Design demo_triangle_gen, sky130hd; sources not shown.
Sequential cells colored by netlist name:
Drawn at 6 px/µm. Other sequential cells in the stronger gray, the rest of the logic in the fainter gray.
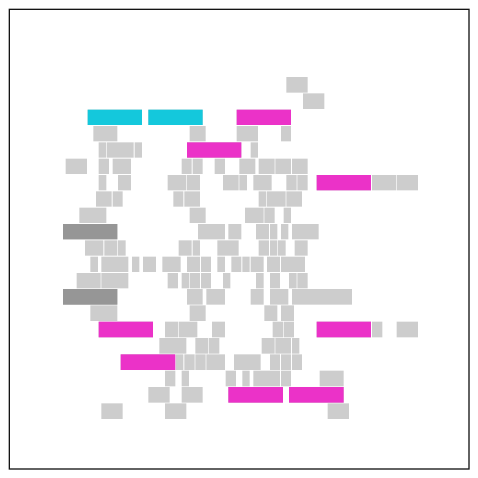
color	netlist name	sequential cells
magenta	o_out	8
cyan	r_cnt	2
Final Util: 34.7%
Seq. cell area: 300 µm²
fraction of area in registers: 24.2%
Power Sequential: 261 µW

Clock network drawn from the DEF:
Drawn at 8 px/µm.
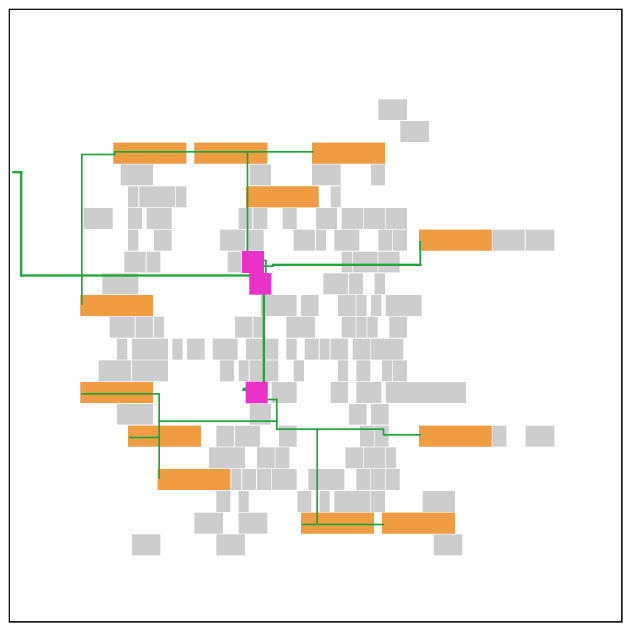
[orange] flip-flops | count: 12
[green] clock wires | length: 239 µm
[magenta] clock-net drivers | count: 3
routed clock nets	4
clock power share: 7.8%
clock latency at the later pin of the worst-skew pair: 0.27 ns
P_clk: 81.7 µW

Floorplan with the power grid:
Drawn at 4 px/µm. Pins as bars on the die edge.
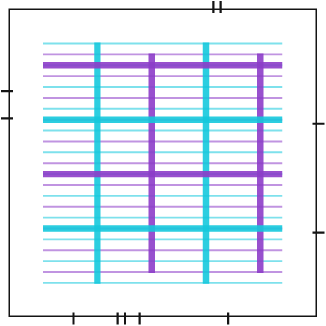
color	net
cyan	VSS
purple	VDD
met4 straps	4
met1 rails	23
signal pins	11
met5 straps	4
Peak VDD IR: 0.276 mV
Core Box Area: 3580 µm²
die width: 76.4 µm

==> flow_metrics.py <==
# Flow results
metrics = {
    "logic_synthesis": {
        "ys_async_sr_fraction_pct": 100,
        "synthDistinctLibCells": 45,
        "ys_sh_aoi_pct": 28.4,
        "top_area_share_pct": 28.4,
        "flop_cell": "dfrtp_1",
        "xor_share_pct": 3.31,
        "ys_sh_mux_pct": 2.13,
        "topCellsByArea": "dfrtp_1 (28%), ha_1 (11%), o21ai_0 (6.6%)",
        "synth_dominant_cell_count": "o21ai_0",
        "synth_area_leader_cell": "dfrtp_1",
    },
    "cts": {
        "h-tree-depth": 1,
        "ctsHoldBuffers": 0,
        "cts_max_path_buffers": 2,
        "cts.repair.resized": 0,
    },
    "sta": {
        "finalSetupViolations": 0,
        "tns_ns": 0,
        "final_max_slew_viol_count": 0,
        "finalHoldViolCount": 0,
    },
    "floorplanning": {
        "initCoreUtil_pct": 29.5,
        "fp-row-count": 22,
        "ios": 11,
    },
    "critical_path": {
        "crit_path_max_fanout": 10,
        "critPathKind": "flip-flop to flip-flop",
        "crit_required_ns": 3.91,
    },
    "global_routing": {
        "gr-usage-met2_pct": 16.2,
        "grt_pass1_wl_mm": 4.71,
        "busiest_layer": "met2",
        "antenna_found_initial": 0,
        "grt_max_degree": 13,
    },
    "route": {
        "wl_mm": 2.77,
        "wl_per_cell_um": 15.0,
    },
    "layout": {
        "largest_reg_flops": 8,
    },
    "worst_hold_path": {
        "hold-path-cell-count": 1,
    },
    "status": {
        "status": "finished clean",
    },
    "place": {
        "hpwl_mm": 2.12,
        "io_buffers": 10,
    },
}
[where the power goes]
group | leakage (µW) | total (µW) | internal [µW] | switching (µW)
clock | 0.0000138 | 81.7 | 35.8 | 45.9
sequential | 0.000145 | 261 | 184 | 77.2
combinational | 0.000330 | 701 | 290 | 411
[per-layer routing]
metal / vias to the layer above / wire (µm)
met1: 499 / 1220
met5: - / 0
met2: 23 / 1370
met3: 8 / 118
met4: 0 / 63
li1: 492 / -
[area by class of cell]
class                   count  area (µm²)  area share [%]
multi-input cells         101         698            56.3
flip-flops and latches     12         300            24.2
repair buffers             10         100            8.07
well taps                  48        60.1            4.84
plain buffers               5        36.3            2.93
clock buffers               3        22.5            1.82
inverters                   6        22.5            1.82
[placed cells by master (no fill, tap or decap), types with 2 or more instances in the layout]
cell / count
o21ai_0: 14
dfrtp_1: 12
nor2_1: 11
clkdlybuf4s50_1: 10
ha_1: 9
a21oi_1: 8
nand2_1: 7
inv_1: 6
and2_1: 4
xor2_1: 3
nor2b_1: 3
nor3_1: 3
a31oi_1: 3
clkbuf_4: 3
buf_6: 2
nand3_1: 2
and3_1: 2
a22oi_1: 2
nor4_1: 2
nand4_1: 2
mux2_1: 2
o31ai_1: 2
[worst max-delay path, cell delays in order (launching register included)]
cell and delay, ns:
dfrtp_1 0.55, inv_1 0.17, ha_1 0.34, nor2b_1 0.18
o2111ai_1 0.15, o221ai_1 0.33, nand4_1 0.18, mux2_1 0.33
[per-stage QoR]
step	total power [µW]	std cells	util, %	setup WS, ns
finish	1040	185	34.7	1.40
global route	1140	185	34.7	1.17
CTS	1050	185	34.7	1.39
detailed placement	962	182	34.0	1.19
global placement	943	182	34.0	1.28
floorplan	748	124	-	1.60
Power figures rest on the tool's default switching activity, not on a simulated workload.
